## config.mk

```make
export PLATFORM = sky130hd
export DESIGN_NAME = cp0_unit
export DESIGN_NICKNAME = d
export VERILOG_FILES = /design/src/rtl/cp0_pkg.sv /design/src/rtl/cp0_exc_arbiter.sv /design/src/rtl/cp0_unit.sv
export SDC_FILE = /design/constraint.sdc
export NUM_CORES = 1
export LEC_CHECK = 0
export CAP_MARGIN = 0
export CORE_MARGIN = 2
export CORE_UTILIZATION = 45
export CTS_CLUSTER_DIAMETER = 60
export CTS_CLUSTER_SIZE = 10
export DETAILED_ROUTE_END_ITERATION = 16
export PLACE_DENSITY_LB_ADDON = 0.3
export SLEW_MARGIN = 20
export SYNTH_ARGS = -nofsm -noshare
export SYNTH_HDL_FRONTEND = slang
export SYNTH_SLANG_ARGS = --single-unit
```

## constraint.sdc

```tcl
create_clock -name clk -period 4 [get_ports clk]
set_clock_uncertainty 0.15 [all_clocks]
set_input_delay 0.8 -clock clk [delete_from_list [all_inputs] [get_ports clk]]
set_output_delay 0.8 -clock clk [all_outputs]
set_load 0.01 [all_outputs]
```

## src/rtl/cp0_pkg.sv

```systemverilog
// cp0_pkg: register numbers, exception codes and bit-field positions for the coprocessor-0 slice
package cp0_pkg;
  localparam logic [4:0] REG_SR = 5'd12;
  localparam logic [4:0] REG_CAUSE = 5'd13;
  localparam logic [4:0] REG_EPC = 5'd14;
  localparam logic [4:0] REG_PRID = 5'd15;
  localparam logic [4:0] EXC_INT = 5'd0;
  localparam logic [4:0] EXC_ADEL = 5'd4;
  localparam logic [4:0] EXC_ADES = 5'd5;
  localparam logic [4:0] EXC_SYSCALL = 5'd8;
  localparam logic [4:0] EXC_RI = 5'd10;
  localparam logic [4:0] EXC_OV = 5'd12;
  localparam int SR_IE = 0;
  localparam int SR_EXL = 1;
  localparam int IM_LO = 10;
  localparam int IM_HI = 15;
  localparam int CAUSE_BD = 31;
  localparam int EXC_LO = 2;
  localparam int EXC_HI = 6;
endpackage

```

## src/rtl/cp0_exc_arbiter.sv

```systemverilog
// cp0_exc_arbiter: decides whether an interrupt or exception is taken and what gets recorded
module cp0_exc_arbiter
  import cp0_pkg::*;
(
  input  logic        ie_i,
  input  logic        exl_i,
  input  logic [5:0]  im_i,
  input  logic [5:0]  hw_int_i,
  input  logic [4:0]  exc_code_i,
  input  logic        bd_i,
  input  logic [31:0] vpc_i,
  output logic        req_o,
  output logic [4:0]  exc_code_o,
  output logic [31:0] epc_o
);
  logic int_req, exc_req;
  assign int_req = ie_i & ~exl_i & |(im_i & hw_int_i);
  assign exc_req = (exc_code_i != 5'd0) & ~exl_i;
  assign req_o = int_req | exc_req;
  // interrupts win over a simultaneous exception
  assign exc_code_o = int_req ? EXC_INT : exc_code_i;
  assign epc_o = bd_i ? vpc_i - 32'd4 : vpc_i;
endmodule

```

## src/rtl/cp0_unit.sv

```systemverilog
// cp0_unit: CP0 register file (SR, Cause, EPC, PRId) with exception/interrupt entry and eret support
module cp0_unit
  import cp0_pkg::*;
#(
  parameter logic [31:0] PRID = 32'h2023_0707,
  parameter logic [31:0] HANDLER_PC = 32'h0000_4180
) (
  input  logic        clk,
  input  logic        reset,
  input  logic [4:0]  A1,
  input  logic [4:0]  A2,
  input  logic [31:0] DIn,
  input  logic        WE,
  input  logic [31:0] VPC,
  input  logic        BDIn,
  input  logic [4:0]  ExcCodeIn,
  input  logic        EXLClr,
  input  logic [5:0]  HWInt,
  output logic        Req,
  output logic [31:0] NPCOut,
  output logic [31:0] EPCOut,
  output logic [31:0] DOut
);
  logic        ie_q, ie_d, exl_q, exl_d, bd_q, bd_d;
  logic [5:0]  im_q, im_d, ip_q, ip_d;
  logic [4:0]  exc_code_q, exc_code_d, sel_code;
  logic [31:0] epc_q, epc_d, sel_epc, sr, cause;

  cp0_exc_arbiter u_arb (
    .ie_i(ie_q), .exl_i(exl_q), .im_i(im_q), .hw_int_i(HWInt),
    .exc_code_i(ExcCodeIn), .bd_i(BDIn), .vpc_i(VPC),
    .req_o(Req), .exc_code_o(sel_code), .epc_o(sel_epc)
  );

  always_comb begin
    ie_d = ie_q;
    exl_d = exl_q;
    im_d = im_q;
    bd_d = bd_q;
    exc_code_d = exc_code_q;
    epc_d = epc_q;
    ip_d = HWInt;
    if (Req) begin
      exl_d = 1'b1;
      exc_code_d = sel_code;
      bd_d = BDIn;
      epc_d = sel_epc;
    end else begin
      if (WE && A2 == REG_SR) begin
        im_d = DIn[IM_HI:IM_LO];
        exl_d = DIn[SR_EXL];
        ie_d = DIn[SR_IE];
      end
      if (WE && A2 == REG_EPC) epc_d = DIn;
      // eret overrides a same-cycle mtc0 for the EXL bit
      if (EXLClr) exl_d = 1'b0;
    end
  end

  always_ff @(posedge clk) begin
    if (!reset) begin
      ie_q <= 1'b0;
      exl_q <= 1'b0;
      im_q <= '0;
      bd_q <= 1'b0;
      ip_q <= '0;
      exc_code_q <= '0;
      epc_q <= '0;
    end else begin
      ie_q <= ie_d;
      exl_q <= exl_d;
      im_q <= im_d;
      bd_q <= bd_d;
      ip_q <= ip_d;
      exc_code_q <= exc_code_d;
      epc_q <= epc_d;
    end
  end

  assign sr = {16'd0, im_q, 8'd0, exl_q, ie_q};
  assign cause = {bd_q, 15'd0, ip_q, 3'd0, exc_code_q, 2'd0};
  assign EPCOut = (WE && A2 == REG_EPC && !Req) ? DIn : epc_q;
  assign NPCOut = Req ? HANDLER_PC : epc_q;
  assign DOut = A1 == REG_SR ? sr : A1 == REG_CAUSE ? cause : A1 == REG_EPC ? epc_q :
                A1 == REG_PRID ? PRID : 32'd0;
endmodule

```

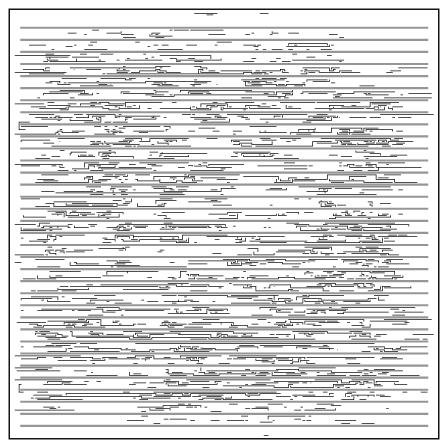
(run_1/met1.png)
Supply wires on this layer in gray.
wire length on this layer: 5270 um
share of all routed wire: 40%
nets with wire on the layer: 632
longest straight run: 53.8 um

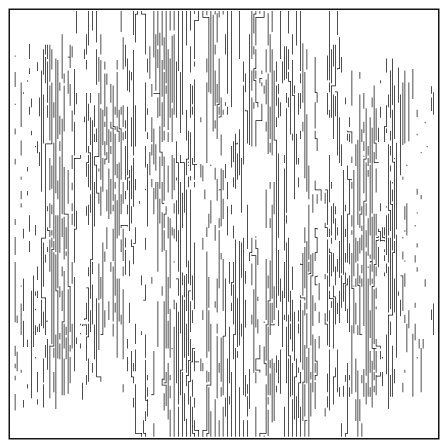
(run_1/met2.png)
share of all routed wire: 50%
wire length on this layer: 6650 um
longest straight run: 37.7 um
nets with wire on the layer: 638
main direction: vertical
final wirelength: 13300 um
met2 Usage GRT: 48.1%
via count: 4206

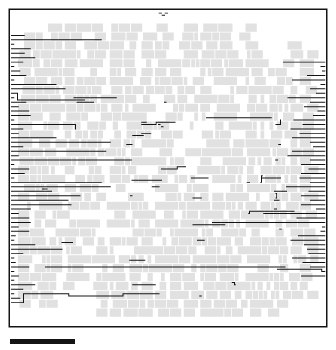
(run_1/met3.png)
The bar under the picture is 20 um long.
wire length on this layer: 1120 um
main direction: horizontal
nets with wire on the layer: 138
longest straight run: 73.1 um
met3 Usage GRT: 6.67%

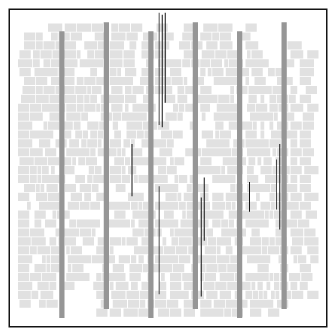
(run_1/met4.png)
Supply wires on this layer in gray.
main direction: vertical
nets with wire on the layer: 10

==> Slide: Implementation Results, run 1 <==
Flow Results at a Glance

Outcome
  – Outcome: complete, no violations

Die
  – Fp util: between 40% and 50%
  – Core footprint: 8260 um^2
  – Taps Inserted: between 100 and 150
  – Die H: just under 100 um
  – Io pins: 187
  – Die X: about 96 um

Critical path
  – Arrival time worst endpoint: 2890 ps
  – Slowest CP cell: clkdlybuf4s50_1
  – Reg2Reg Capture Point: im_q[0]
  – CP Capture Type: output port
  – WP data required: between 3000 and 4000 ps
  – Max incr delay on CP: around 530 ps
  – Stages on worst setup path: 8
  – Worst-path fanout max: 40
  – Family with the most delay on the worst path: buffers and inverters
  – Reg2Reg Setup Slack: between 2000 and 2500 ps
  – WS Path Type: in -> out

Final timing
  – Tightest Pin Transition: between 900 and 1000 ps
  – RSZ-0062 raised after global routing: false
  – Worst rel slew slack: between 30% and 40%
  – Hold WS: approximately 340 ps
  – TNS Setup: 0 ps
  – Final min period: ~3800 ps
  – Final hold violation count: 0
  – Final Cycle Share: a little over nine tenths
  – Fmax achieved: between 200 and 300 MHz
  – Slew Viols, Final: 0

Synth
  – Largest logic family: simple AND/OR/NAND/NOR gates
  – Yosys synthesis chip area: between 3000 and 4000 um^2
  – Count leader, synth: dfxtp_1
  – Synthesized Nets: 556
  – Most frequent cells after synthesis: 52 x dfxtp_1, 51 x nand2_1, 48 x and2_1, 43 x mux2i_1, 42 x nor2_1
  – Post-synthesis area per instance: between 8 and 9 um^2
  – Ys flops: 52
  – Mapped Cells: roughly 470
  – Main flop type: dfxtp_1
  – Mapped cell area: approximately 3800 um^2
  – Ys async rst share: 0%
  – Number of enable flip-flop cells: 0
  – Top-area cell share: 27.0%
  – Seq share, synth: 27.0%
  – AO/OA Area Share: 14.1%
  – Distinct lib cells: about 49
  – Synth mux share: around 21%

Final layout
  – Logic Gate Count: between 300 and 400
  – Post-layout nets: between 700 and 800
  – Seq_cells: between 50 and 60
  – Logic area: 2700 um^2
  – Layout Utilization: between 70% and 80%
  – Final std cells w/o fill: 754
  – Most frequent cells in the layout: 153 x clkdlybuf4s50_1, 52 x dfxtp_1, 51 x nand2_1, 48 x and2_1, 43 x mux2i_1
  – Fillers: 620
  – Most numerous logic cell after layout: clkdlybuf4s50_1
  – Comb/total area: between 40% and 50%
  – Biggest Area Class: multi-input combinational cells
  – Layout clock area frac: roughly 1.7%
  – Signal buf overhead: between 30% and 40%
  – Non-clk bufs: 206
  – FF/Latch Area: approximately 1000 um^2
  – Area grow syn2layout: 60.4%

Global routing
  – Largest net degree at the start of global routing: approximately 56
  – Initial antenna violation count: 0
  – Vias in the first global route: approximately 4.1k
  – First-pass GRT wire length: approximately 20000 um
  – Total congestion overflow: 0

Power
  – Clk pwr share: between 20% and 30%
  – PD cells: around 230 nW/um^2
  – Internal: around 1.0 mW
  – Comb power frac: around a third
  – Pleak: 3.12 nW
  – Register share of total power: 41.6%

Routing
  – First-pass DRT Iterations: 4
  – Antenna Nets Post-Route: 0
  – Top sig layer: met4
  – Initial DRC count: ~120
  – Routed len/inst: around 18 um
  – Met2 WL post-DR: about 6600 um
  – Residual DRC: 0

Clock tree
  – CTS H-tree lvls: 2
  – Latency at later pin: roughly 300 ps

Flow run
  – OpenROAD warning count: 26

Placement
  – DP Cell Count: ~740

Min path
  – Hold path startpoint: bd_q
  – Hold Crit Depth: 2
## run 1: power groups by stage
| stage | Combinational (mW) | Clock, mW | Sequential (mW) |
|---|---|---|---|
| 2_1_floorplan | 0.218 | 0 | 0.591 |
| 3_3_place_gp | 0.473 | 0 | 0.605 |
| 3_5_place_dp | 0.481 | 0 | 0.606 |
| 4_1_cts | 0.485 | 0.368 | 0.594 |
| 5_1_grt | 0.515 | 0.384 | 0.600 |
| 6_report | 0.479 | 0.354 | 0.595 |
## run 1: sequential cells by signal, indices dropped and copies added (netlist names)
| signal | cells |
|---|---|
| ie_q | 1 |
| bd_q | 1 |
| exl_q | 1 |
| im_q | 6 |
| ip_q | 6 |
| epc_q | 32 |
| exc_code_q | 5 |
==> run_1/final_clocks.png <==
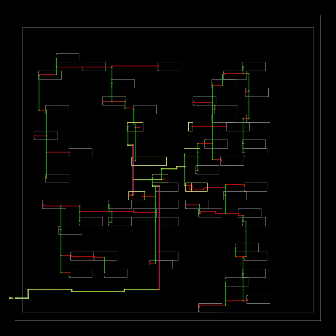

## Run 2: what changed since run 1
--- a/config.mk
+++ b/config.mk
@@ -12,6 +12,7 @@
 export CTS_CLUSTER_SIZE = 10
 export DETAILED_ROUTE_END_ITERATION = 16
 export PLACE_DENSITY_LB_ADDON = 0.3
+export SKIP_CTS_REPAIR_TIMING = 1
 export SLEW_MARGIN = 20
 export SYNTH_ARGS = -nofsm -noshare
 export SYNTH_HDL_FRONTEND = slang
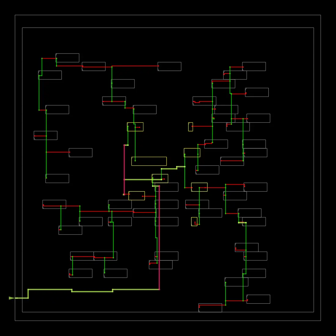
(run_2/final_clocks.png)
Latency at later pin: 300 ps
clk pwr: 0.357 mW
clock buffers: 6
seq_cells: 52
TritonCTS Sinks: 52

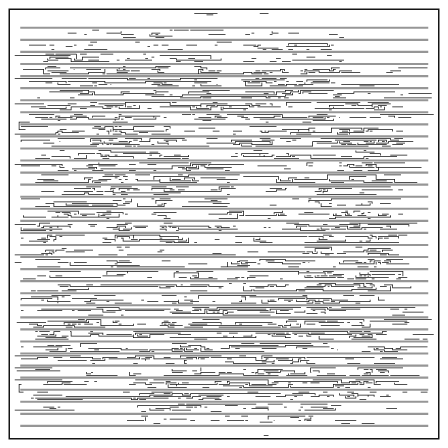
(run_2/met1.png)
Supply wires on this layer in gray.
longest straight run: 48.3 um
wire length on this layer: 5280 um
main direction: horizontal
nets with wire on the layer: 626
share of all routed wire: 40%
final wirelength: 13300 um
via count: 4187
met1 Usage GRT: 32.0%

==> Slide: Implementation Results, run 2 <==
Flow Results at a Glance

Synth
  – # Cells Yosys: about 470
  – Ys flops: 52 (unchanged)
  – Distinct lib cells: 49 (unchanged)
  – Mapped cell area: 3850 um^2 (unchanged)
  – Number of enable flip-flop cells: 0 (unchanged)
  – Synthesized Nets: 556 (unchanged)
  – Top-area cell share: 27.0% (unchanged)
  – Ys async rst share: 0% (unchanged)
  – Mapped Cells: 465 (unchanged)
  – Yosys synthesis chip area: 3850 um^2 (unchanged)
  – Main flop type: dfxtp_1
  – Count leader, synth: dfxtp_1
  – Seq share, synth: 27.0% (unchanged)
  – Most frequent cells after synthesis: 52 x dfxtp_1, 51 x nand2_1, 48 x and2_1, 43 x mux2i_1, 42 x nor2_1
  – Post-synthesis area per instance: 8.28 um^2 (unchanged)

Final layout
  – Logic area: 2700 um^2 (unchanged)
  – FF/Latch Area: 1040 um^2 (unchanged)
  – Final std cells w/o fill: 754 (unchanged)
  – Fillers: 616 (-0.65%)
  – Most frequent cells in the layout: 153 x clkdlybuf4s50_1, 52 x dfxtp_1, 51 x nand2_1, 48 x and2_1, 43 x mux2i_1
  – Signal buf overhead: 35.2% (unchanged)
  – Top Registers: epc_q (32), im_q (6), ip_q (6)
  – Biggest register: epc_q
  – Largest register FFs: 32 (unchanged)
  – Logic Gate Count: 378 (unchanged)
  – Layout clock area frac: 1.74% (unchanged)
  – Flop share of the area: 16.9%
  – Most numerous logic cell after layout: clkdlybuf4s50_1
  – Area grow syn2layout: 60.4% (unchanged)
  – Comb/total area: 43.7% (unchanged)
  – Post-layout nets: 739 (unchanged)
  – Non-clk bufs: 206 (unchanged)
  – Biggest Area Class: multi-input combinational cells

Global routing
  – First-pass GRT wire length: 19600 um (-0.10%)
  – Met2 Usage GRT: 48.0% (-0.12 points)
  – Largest net degree at the start of global routing: 56 (unchanged)
  – Initial antenna violation count: 0 (unchanged)
  – Met3 Usage GRT: 6.67% (unchanged)
  – Total congestion overflow: 0 (unchanged)

Die
  – Die H: 96.5 um (unchanged)
  – Io pins: 187 (unchanged)
  – Core footprint: 8260 um^2 (unchanged)
  – Fp util: 46.6% (unchanged)
  – Die X: 96.5 um (unchanged)

Power
  – Pleak: 3.12 nW (unchanged)
  – Total power: around 1.4 mW
  – PD cells: 232 nW/um^2 (+0.15%)

Critical path
  – Max incr delay on CP: 540 ps (about the same)
  – Stages on worst setup path: 8 (unchanged)
  – Critical path buffers and inverters: 4
  – Slowest CP cell: clkdlybuf4s50_1
  – Reg2Reg Setup Slack: 2070 ps (+30 ps)
  – Reg2Reg Capture Point: im_q[1]
  – WP data required: 3050 ps (about the same)
  – Family with the most delay on the worst path: buffers and inverters
  – CP Capture Type: output port
  – Worst-path fanout max: 40 (unchanged)
  – WS Path Type: in -> out

Placement
  – DP Cell Count: 743 (unchanged)
  – Final HPWL DP: slightly below 10000 um

Routing
  – Met2 WL post-DR: 6590 um (-0.84%)
  – Antenna Nets Post-Route: 0 (unchanged)
  – Top sig layer: met4
  – First-pass DRT Iterations: 4 (unchanged)
  – Routed len/inst: 17.6 um (about the same)
  – Residual DRC: 0 (unchanged)
  – Initial DRC count: 153 (+32%)

Final timing
  – TNS Setup: 0 ps (unchanged)
  – RSZ-0062 raised after global routing: false
  – Slew Viols, Final: 0 (unchanged)
  – Worst rel slew slack: 35.5% (-0.29 points)
  – Final Cycle Share: 96.1% (about the same)
  – Hold WS: 338 ps (-5.78 ps)
  – Fmax achieved: 260 MHz (about the same)
  – Tightest Pin Transition: 967 ps (+4.38 ps)

Min path
  – Hold path startpoint: bd_q

Clock tree
  – CTS Buffer Depth: 2
  – CTS H-tree lvls: 2 (unchanged)

Flow run
  – OpenROAD warning count: 26 (unchanged)

Outcome
  – Outcome: complete, no violations
## run 2: through the flow
step           worst slack, ps  utilization [%]
2_1_floorplan              815                -
3_3_place_gp              30.9             71.3
3_5_place_dp             -52.4             71.3
4_1_cts                  -62.7             72.7
5_1_grt                   67.3             74.8
6_report                   155             74.8
## run 2: cell families after synthesis
logic type / after synthesis / synth area share [%]
compound gates: 68 / 14.1
xor+xnor: 23 / 5.23
fa+ha+maj: 1 / 0.325
buf+inv: 35 / 3.83
flops: 52 / 27.0
mux: 75 / 20.5
simple gates: 211 / 29.0
## run 2: where the power goes
part	internal (mW)	switching, mW
sequential	0.557	0.0376
combinational	0.274	0.205
clock	0.186	0.171
total	1.02	0.413
Power and IR drop assume default switching activity.
